`src/rtl/alu_scheduler.sv`:
```
// Round-robin front end that shares one registered 4-op ALU between NUM_REQ requesters.
// Issues one operation at a time and returns the captured result tagged with the requester ID.
module alu_scheduler #(
  parameter int unsigned NUM_REQ = 4,
  parameter int unsigned DATA_W  = 4,
  parameter int unsigned ID_W    = $clog2(NUM_REQ)
) (
  input  logic                      clk,
  input  logic                      reset,
  input  logic [NUM_REQ-1:0]        req_valid,
  output logic [NUM_REQ-1:0]        req_ready,
  input  logic [2*NUM_REQ-1:0]      req_opcode,
  input  logic [DATA_W*NUM_REQ-1:0] req_a,
  input  logic [DATA_W*NUM_REQ-1:0] req_b,
  output logic [1:0]                alu_opcode,
  output logic [DATA_W-1:0]         alu_a,
  output logic [DATA_W-1:0]         alu_b,
  output logic                      alu_valid,
  input  logic [DATA_W:0]           alu_c,
  output logic                      rsp_valid,
  input  logic                      rsp_ready,
  output logic [ID_W-1:0]           rsp_id,
  output logic [1:0]                rsp_opcode,
  output logic [DATA_W:0]           rsp_data,
  output logic                      busy,
  output logic [15:0]               ops_done
);

  localparam int unsigned RES_W = DATA_W + 1;
  localparam int unsigned CNT_W = 16;

  typedef enum logic [1:0] {IDLE, EXEC, CAPT, RESP} state_e;

  state_e             state_q, state_d;
  logic [ID_W-1:0]    rr_ptr_q, rr_ptr_d;
  logic [1:0]         alu_opcode_q, alu_opcode_d;
  logic [DATA_W-1:0]  alu_a_q, alu_a_d;
  logic [DATA_W-1:0]  alu_b_q, alu_b_d;
  logic               alu_valid_q, alu_valid_d;
  logic               rsp_valid_q, rsp_valid_d;
  logic [ID_W-1:0]    rsp_id_q, rsp_id_d;
  logic [1:0]         rsp_opcode_q, rsp_opcode_d;
  logic [RES_W-1:0]   rsp_data_q, rsp_data_d;
  logic               busy_q, busy_d;
  logic [CNT_W-1:0]   ops_done_q, ops_done_d;

  logic               grant_found;
  logic [ID_W-1:0]    grant_idx;
  logic [1:0]         sel_opcode;
  logic [DATA_W-1:0]  sel_a;
  logic [DATA_W-1:0]  sel_b;

  // (base + off) mod NUM_REQ for base, off < NUM_REQ
  function automatic logic [ID_W-1:0] rr_index(input logic [ID_W-1:0] base, input int unsigned off);
    int unsigned sum;
    sum = 32'(base) + off;
    if (sum >= NUM_REQ) sum = sum - NUM_REQ;
    return ID_W'(sum);
  endfunction

  // First valid requester at or after rr_ptr, ascending with wrap
  always_comb begin
    grant_found = 1'b0;
    grant_idx   = '0;
    for (int unsigned k = 0; k < NUM_REQ; k++) begin
      for (int unsigned i = 0; i < NUM_REQ; i++) begin
        if (!grant_found && req_valid[i] && (rr_index(rr_ptr_q, k) == ID_W'(i))) begin
          grant_found = 1'b1;
          grant_idx   = ID_W'(i);
        end
      end
    end
  end

  always_comb begin
    sel_opcode = '0;
    sel_a      = '0;
    sel_b      = '0;
    for (int unsigned i = 0; i < NUM_REQ; i++) begin
      if (grant_idx == ID_W'(i)) begin
        sel_opcode = req_opcode[2*i +: 2];
        sel_a      = req_a[DATA_W*i +: DATA_W];
        sel_b      = req_b[DATA_W*i +: DATA_W];
      end
    end
  end

  always_comb begin
    state_d      = state_q;
    rr_ptr_d     = rr_ptr_q;
    alu_opcode_d = alu_opcode_q;
    alu_a_d      = alu_a_q;
    alu_b_d      = alu_b_q;
    rsp_id_d     = rsp_id_q;
    rsp_opcode_d = rsp_opcode_q;
    rsp_data_d   = rsp_data_q;
    ops_done_d   = ops_done_q;
    req_ready    = '0;

    unique case (state_q)
      IDLE: begin
        if (grant_found) begin
          for (int unsigned i = 0; i < NUM_REQ; i++) begin
            if (grant_idx == ID_W'(i)) req_ready[i] = 1'b1;
          end
          alu_opcode_d = sel_opcode;
          alu_a_d      = sel_a;
          alu_b_d      = sel_b;
          rsp_id_d     = grant_idx;
          rsp_opcode_d = sel_opcode;
          rr_ptr_d     = rr_index(grant_idx, 1);
          state_d      = EXEC;
        end
      end
      EXEC: state_d = CAPT;
      CAPT: begin
        rsp_data_d = alu_c;
        state_d    = RESP;
      end
      RESP: begin
        if (rsp_ready) begin
          ops_done_d = ops_done_q + CNT_W'(1);
          state_d    = IDLE;
        end
      end
      default: state_d = IDLE;
    endcase

    // A cycle with reset asserted never completes a request handshake
    if (reset) req_ready = '0;

    alu_valid_d = (state_d == EXEC);
    rsp_valid_d = (state_d == RESP);
    busy_d      = (state_d != IDLE);
  end

  always_ff @(posedge clk) begin
    if (reset) begin
      state_q      <= IDLE;
      rr_ptr_q     <= '0;
      alu_opcode_q <= '0;
      alu_a_q      <= '0;
      alu_b_q      <= '0;
      alu_valid_q  <= 1'b0;
      rsp_valid_q  <= 1'b0;
      rsp_id_q     <= '0;
      rsp_opcode_q <= '0;
      rsp_data_q   <= '0;
      busy_q       <= 1'b0;
      ops_done_q   <= '0;
    end else begin
      state_q      <= state_d;
      rr_ptr_q     <= rr_ptr_d;
      alu_opcode_q <= alu_opcode_d;
      alu_a_q      <= alu_a_d;
      alu_b_q      <= alu_b_d;
      alu_valid_q  <= alu_valid_d;
      rsp_valid_q  <= rsp_valid_d;
      rsp_id_q     <= rsp_id_d;
      rsp_opcode_q <= rsp_opcode_d;
      rsp_data_q   <= rsp_data_d;
      busy_q       <= busy_d;
      ops_done_q   <= ops_done_d;
    end
  end

  assign alu_opcode = alu_opcode_q;
  assign alu_a      = alu_a_q;
  assign alu_b      = alu_b_q;
  assign alu_valid  = alu_valid_q;
  assign rsp_valid  = rsp_valid_q;
  assign rsp_id     = rsp_id_q;
  assign rsp_opcode = rsp_opcode_q;
  assign rsp_data   = rsp_data_q;
  assign busy       = busy_q;
  assign ops_done   = ops_done_q;

endmodule

```
`config.mk`:
```
export PLATFORM = sky130hd
export DESIGN_NAME = alu_scheduler
export DESIGN_NICKNAME = d
export VERILOG_FILES = /design/src/rtl/alu_scheduler.sv
export SDC_FILE = /design/constraint.sdc
export NUM_CORES = 1
export LEC_CHECK = 0
export CORE_ASPECT_RATIO = 1.75
export CORE_MARGIN = 2
export CORE_UTILIZATION = 42
export CTS_CLUSTER_SIZE = 8
export DETAILED_ROUTE_END_ITERATION = 8
export PLACE_DENSITY_LB_ADDON = 0.12
export SYNTH_ARGS = -nofsm -noshare
export SYNTH_HDL_FRONTEND = slang
export SYNTH_SLANG_ARGS = --single-unit
```
`constraint.sdc`:
```
create_clock -name clk -period 2.6 [get_ports clk]
set_input_delay 0.26 -clock clk [delete_from_list [all_inputs] [get_ports clk]]
set_output_delay 0.26 -clock clk [all_outputs]
set_load 0.02 [all_outputs]
```
Figure 1. Power grid (run 1).
Scale: 4 px per micron. Pins as bars on the die edge.
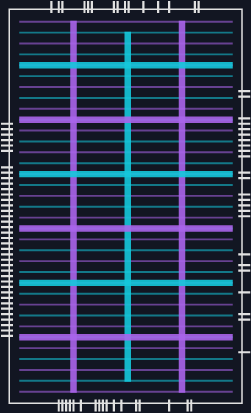
color	net
purple	VSS
cyan	VDD
rows	34
met5 straps	6
met1 rails	35
met4 straps	3

Figure 2. Clock wiring as the flow saved it (run 1).
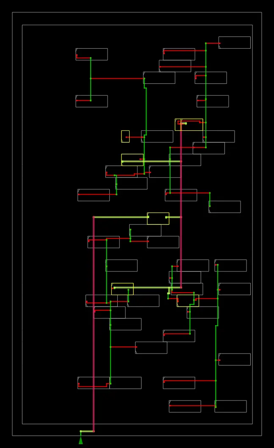
clk pwr: 0.000386 W
Clock Skew: 0.002772 ns

Figure 3. Clock wires, drivers and flops (run 1).
Scale: 4 px per micron.
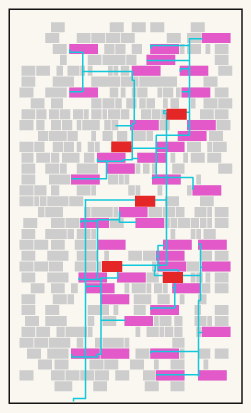
[red] clock drivers | count: 5
[cyan] clock wires | length: 500 microns
[magenta] flip-flops | count: 40
routed clock nets	6
Clock Latency Late Sink: 0.29 ns
share of total power in the clock network: 17.6%

==> out/metrics.csv, run 1 <==
stage;metric;value;unit
worst_setup_path;crit path DAT;2.19;ns
placed_design;dpl hpwl;4220;microns
layout;Comb area share;35.88;%
layout;Reg area;800.8;sq um
synthesis;Netlist Area Pre-Place;0.002127;sq mm
power_and_ir_drop;switching power;0.0007904;W
global_route;GR Util All Layers;19.53;%
drt;via count;2017;
drt;Metal-1 WL;1967;microns
worst_setup_path;CP max-delay cell;clkdlybuf4s50_1;
placed_design;pre-CTS setup slack;-0.06965;ns
final_timing;Worst Slack Setup Final;0.1451;ns
worst_setup_path;critical path launch point;req_valid[2];
layout;#MultiIn Comb;156;
layout;Fill cells;429;
job;Max-Cap Viols;0;
drt;DR WL met2;2853;microns
layout;Max-area cell class;combinational gates;
drt;Routed WL per cell;13.82;microns
synthesis;asr flop ratio synth;0;%
clock_network;root buf cell;clkbuf_8;
clock_network;hold buffers post-CTS;0;
synthesis;Seq share, synth;37.65;%
worst_setup_path;Max FO, Critical Path;5;
worst_setup_path;crit start category;input port;
global_route;largest net degree at the start of global routing;39;
floorplan;die x size;57.80;microns
synthesis;mux share;2.824;%
global_route;first-pass GRT wire length;8880;microns
floorplan;Init Core Util;43.10;%
placed_design;number of I/O port buffers;93;
synthesis;dominant synthesized flop cell;dfxtp_1;
synthesis;Compound-Gate Fraction of Synth Area;24.06;%
floorplan;die height;98.14;microns
global_route;initial antenna violation count;0;
floorplan;FP Rows;34;
worst_setup_path;Reg2Reg Depth;11;
hold_path;hold crit path type;flip-flop to flip-flop;
worst_setup_path;worst r2r dst;alu_a[3]$_SDFFE_PP0P_;
drt;Avg Vias per Cell;5.280;
hold_path;Hold Path Stages;2;
worst_setup_path;critical-path cell list;clkdlybuf4s50_1 -> inv_1 -> o22ai_2 -> a211oi_4 -> inv_2 -> buf_4 -> ha_1 -> and2_1 -> dlygate4sd2_1;
worst_setup_path;Worst setup endpoint;req_ready[0];
clock_network;Clock Pin Slew Worst Setup and Hold Paths;0.07;ns
power_and_ir_drop;top power group;combinational cells;
clock_network;CTS buffer count;5;
global_route;GRT overflow;0;
layout;Layout area overhead;52.94;%
layout;max FFs per register;16;
synthesis;cells in synth_stat.txt;225;
layout;# clk buffers;6;
worst_setup_path;CP Depth;9;
status;run status;finished, final reports clean;
job;tool warnings;28;
floorplan;n_taps;54;
layout;layout cells sized above 1;16.46;%
Figure 4. Selected gate families (run 1).
Scale: 4 px per micron.
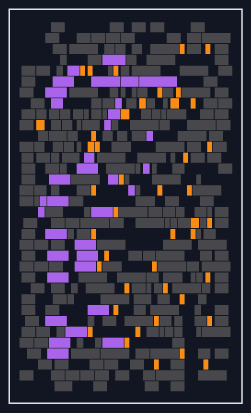

--- run 2 (diff from run 1) ---
- ABC_AREA: not set -> 1
- CORE_UTILIZATION: 42 -> 43
- CTS_CLUSTER_SIZE: 8 -> not set
- clock period: 2.6 -> 2.7 ns (I/O delays scaled with it)
Figure 5. Selected gate families (run 2).
Scale: 4 px per micron.
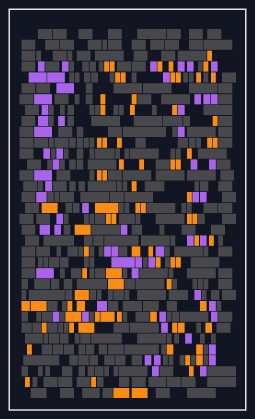
color	family	cells
orange	nor cells	80
purple	aoi and oai cells	60
Top cell excl fill/tap: clkdlybuf4s50_1
Finished Layout Cells: 525
Comb area share: 36.89%

==> out/metrics.csv, run 2 <==
stage;metric;value;unit;change
placed_design;dpl hpwl;4976;microns;was 4220 microns
global_route;first-pass GRT wire length;10410;microns;was 8880 microns
job;Max-Cap Viols;0;;unchanged
clock_network;Clock Pin Slew Worst Setup and Hold Paths;0.08;ns;was 0.07 ns
worst_setup_path;crit path DAT;2.49;ns;was 2.19 ns
layout;Fill cells;430;;was 429
clock_network;Clock Latency Late Sink;0.29;ns;about the same
synthesis;cells in synth_stat.txt;351;;was 225
clock_network;Post-CTS Resized;29;;was 2
clock_network;hold buffers post-CTS;0;;unchanged
drt;Routed WL per cell;13.01;microns;was 13.82 microns
worst_setup_path;Max FO, Critical Path;5;;unchanged
final_timing;Clock Skew;0.009102;ns;was 0.002772 ns
worst_setup_path;worst r2r dst;rsp_opcode[0]$_SDFFE_PP0P_;;was alu_a[3]$_SDFFE_PP0P_
floorplan;Init Core Util;44.94;%;was 43.10%
worst_setup_path;Worst setup endpoint;req_ready[2];;was req_ready[0]
synthesis;dominant synthesized flop cell;dfxtp_1;;unchanged
synthesis;synth cell count leaders;nor2_1 (66), nand2_1 (64), inv_1 (50), dfxtp_1 (40), nand3_1 (30);;was dfxtp_1 (40), nor2_1 (37), nand3_1 (14), nand2_1 (13), xor2_1 (10)
drt;via count;2687;;was 2,017
final_timing;Worst Slack Setup Final;-0.06457;ns;was 0.1451 ns
synthesis;Compound-Gate Fraction of Synth Area;15.09;%;was 24.06%
synthesis;Netlist Area Pre-Place;0.002256;sq mm;was 0.002127 sq mm
layout;max FFs per register;16;;unchanged
power_and_ir_drop;top power group;combinational cells;;unchanged
worst_setup_path;CP max-delay cell;dfxtp_4;;was clkdlybuf4s50_1
drt;Remaining DRCs;5;;was 0
clock_network;root buf cell;clkbuf_8;;unchanged
hold_path;Hold Path Stages;2;;unchanged
status;failing checks;DRC, setup timing;;
job;tool warnings;29;;was 28
synthesis;Seq share, synth;35.50;%;was 37.65%
power_and_ir_drop;clk pwr;0.000482;W;was 0.000386 W
status;run status;complete, but fails checks;;was finished, final reports clean
layout;Reg area;808.3;sq um;was 800.8 sq um
hold_path;hold path start;ops_done[15]$_SDFFE_PP0P_;;was rsp_id[1]$_SDFFE_PP0P_
worst_setup_path;crit start category;flip-flop;;was input port
placed_design;number of I/O port buffers;93;;unchanged
layout;# clk buffers;5;;was 6
layout;layout cells sized above 1;19.32;%;was 16.46%
floorplan;n_taps;54;;unchanged
worst_setup_path;CP Depth;18;;was 9
drt;DR WL met2;3872;microns;was 2853 microns
final_timing;# setup viols final;6;;was 0
global_route;GRT busiest layer;met2;;unchanged
placed_design;pre-CTS setup slack;-0.4683;ns;was -0.06965 ns
worst_setup_path;critical-path cell list;inv_4 -> nand3_1 -> nand2_2 -> nor2_4 -> nand4_4 -> buf_6 -> nor3_2 -> nor2_1 -> nand2_1 -> nor2_1 -> nand2_1 -> inv_1 -> nand2_2 -> inv_2 -> ha_1 -> inv_1 -> nor2_1 -> buf_4;;was clkdlybuf4s50_1 -> inv_1 -> o22ai_2 -> a211oi_4 -> inv_2 -> buf_4 -> ha_1 -> and2_1 -> dlygate4sd2_1
global_route;GR Util All Layers;22.41;%;was 19.53%
global_route;initial antenna violation count;0;;unchanged
global_route;largest net degree at the start of global routing;26;;was 39
worst_setup_path;Reg2Reg Depth;24;;was 11
layout;Layout area overhead;65.67;%;was 52.94%
drt;Avg Vias per Cell;5.118;;was 5.280
floorplan;die x size;58.76;microns;was 57.80 microns
power_and_ir_drop;share of total power in the clock network;12.8;%;was 17.6%
layout;#MultiIn Comb;247;;was 156
drt;highest routed layer;met4;;unchanged
floorplan;die height;99.82;microns;was 98.14 microns
global_route;GR Util met1;21.74;%;was 20.74%
floorplan;FP Rows;34;;unchanged
synthesis;asr flop ratio synth;0;%;unchanged
worst_setup_path;critical path launch point;rr_ptr_q[0]$_SDFFE_PP0P_;;was req_valid[2]
global_route;GRT overflow;0;;unchanged
clock_network;CTS buffer count;5;;unchanged
hold_path;hold crit path type;flip-flop to flip-flop;;unchanged
worst_setup_path;Crit. End Element;primary output;;unchanged
power_and_ir_drop;switching power;0.001673;W;was 0.0007904 W
worst_setup_path;FF-to-FF setup slack;-0.01;ns;was 0.26 ns
Figure 6. Metal layers overlaid (run 2).
Scale: 6 px per micron.
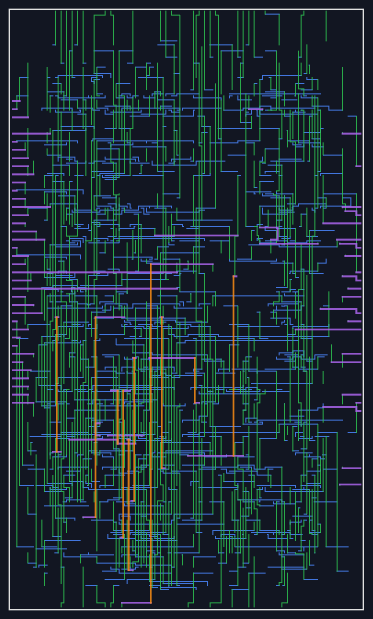

--- run 3 (diff from run 2) ---
- PLACE_DENSITY: not set -> 0.81
- PLACE_DENSITY_LB_ADDON: 0.12 -> not set
Figure 7. Metal layers overlaid (run 3).
Scale: 6 px per micron.
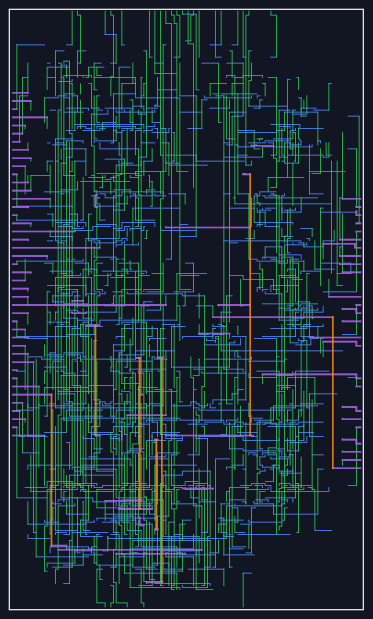
color	layer	wire length
blue	metal 1	2,390 microns
purple	metal 3	387 microns
green	metal 2	3,970 microns
orange	metal 4	190 microns

==> out/metrics.csv, run 3 <==
stage;metric;value;unit;change
floorplan;Init Core Util;44.94;%;unchanged
layout;Non-clock buffer share;31.49;%;was 31.44%
layout;Clock-cell share;2.502;%;was 2.980%
layout;layout cells sized above 1;20.64;%;was 19.32%
layout;Layout area overhead;66.28;%;was 65.67%
placed_design;Final GP Congestion;0.8575;;was 1.001
layout;Comb area share;37.29;%;was 36.89%
layout;max FFs per register;16;;unchanged
global_route;initial antenna violation count;0;;unchanged
clock_network;Clock Latency Late Sink;0.29;ns;about the same
worst_setup_path;critical-path cell list;inv_2 -> nand3_2 -> nand2_2 -> nor2_4 -> nand4_4 -> nor2_4 -> nand4_4 -> nor2_4 -> nand4_1 -> nand2_1 -> inv_1 -> nand2_2 -> inv_4 -> ha_4 -> inv_1 -> nor2_2 -> buf_6;;was inv_4 -> nand3_1 -> nand2_2 -> nor2_4 -> nand4_4 -> buf_6 -> nor3_2 -> nor2_1 -> nand2_1 -> nor2_1 -> nand2_1 -> inv_1 -> nand2_2 -> inv_2 -> ha_1 -> inv_1 -> nor2_1 -> buf_4
power_and_ir_drop;switching power;0.001722;W;was 0.001673 W
final_timing;Clock Skew;0.002398;ns;was 0.009102 ns
synthesis;mux share;0;%;unchanged
drt;met3 WL post-DR;387;microns;was 323 microns
job;Max-Cap Viols;0;;unchanged
placed_design;dpl hpwl;5023;microns;was 4976 microns
global_route;GRT overflow;0;;unchanged
drt;DR WL met2;3973;microns;was 3872 microns
clock_network;Clock Pin Slew Worst Setup and Hold Paths;0.08;ns;about the same
layout;Reg area;808.3;sq um;unchanged
power_and_ir_drop;share of total power in the clock network;11.0;%;was 12.8%
layout;# clk buffers;7;;was 5
synthesis;asr flop ratio synth;0;%;unchanged
power_and_ir_drop;top power group;combinational cells;;unchanged
layout;#MultiIn Comb;247;;unchanged
global_route;largest net degree at the start of global routing;26;;unchanged
synthesis;yosys xor share;0;%;unchanged
placed_design;pre-CTS setup slack;-0.5113;ns;was -0.4683 ns
global_route;GRT busiest layer;met2;;unchanged
worst_setup_path;Worst setup endpoint;req_ready[1];;was req_ready[2]
layout;Max-area cell class;combinational gates;;unchanged
clock_network;Post-CTS Resized;30;;was 29
final_timing;RSZ-0062 raised after global routing;yes;;unchanged
floorplan;n_taps;54;;unchanged
hold_path;hold path start;rsp_id[0]$_SDFFE_PP0P_;;was ops_done[15]$_SDFFE_PP0P_
worst_setup_path;worst r2r dst;rsp_opcode[0]$_SDFFE_PP0P_;;unchanged
layout;Nets;525;;was 526
worst_setup_path;crit start category;flip-flop;;unchanged
floorplan;die x size;58.76;microns;unchanged
worst_setup_path;Crit. End Element;primary output;;unchanged
hold_path;hold crit path type;flip-flop to flip-flop;;unchanged
global_route;GR Util All Layers;22.75;%;was 22.41%
clock_network;Clock Tree Buf Depth;2;;unchanged
synthesis;Seq share, synth;35.50;%;unchanged
synthesis;cells in synth_stat.txt;351;;unchanged
worst_setup_path;FF-to-FF setup slack;-0.02;ns;was -0.01 ns
drt;via count;2720;;was 2,687
final_timing;worst slew pin tran;0.5893;ns;was 0.6011 ns
global_route;first-pass GRT wire length;10630;microns;was 10,410 microns
drt;Remaining DRCs;7;;was 5
layout;Top cell excl fill/tap;clkdlybuf4s50_1;;unchanged
worst_setup_path;Reg2Reg Depth;21;;was 24
final_timing;# setup viols final;3;;was 6
clock_network;CTS buffer count;5;;unchanged
drt;Routed WL per cell;13.24;microns;was 13.01 microns
global_route;GR Util met1;20.88;%;was 21.74%
final_timing;Max Freq;367.0;MHz;was 361.7 MHz
power_and_ir_drop;Power Dens Cells;1005;mW/mm^2;was 1008 mW/mm^2
synthesis;synth cell count leaders;nor2_1 (66), nand2_1 (64), inv_1 (50), dfxtp_1 (40), nand3_1 (30);;unchanged
power_and_ir_drop;clk pwr;0.000414;W;was 0.000482 W
power_and_ir_drop;Max VDD drop;1014;uV;was 1123 uV
clock_network;root buf cell;clkbuf_8;;unchanged
hold_path;Hold Path Stages;2;;unchanged
drt;highest routed layer;met4;;unchanged
final_timing;Worst Slack Setup Final;-0.02511;ns;was -0.06457 ns
worst_setup_path;CP Depth;17;;was 18
synthesis;Netlist Area Pre-Place;0.002256;sq mm;unchanged
floorplan;die height;99.82;microns;unchanged
status;run status;complete, but fails checks;;unchanged
synthesis;dominant synthesized flop cell;dfxtp_1;;unchanged
placed_design;number of I/O port buffers;93;;unchanged
floorplan;FP Rows;34;;unchanged
status;failing checks;DRC, setup timing;;unchanged
drt;Metal-1 WL;2389;microns;was 2378 microns
Power figures rest on the tool's default switching activity, not on a simulated workload.
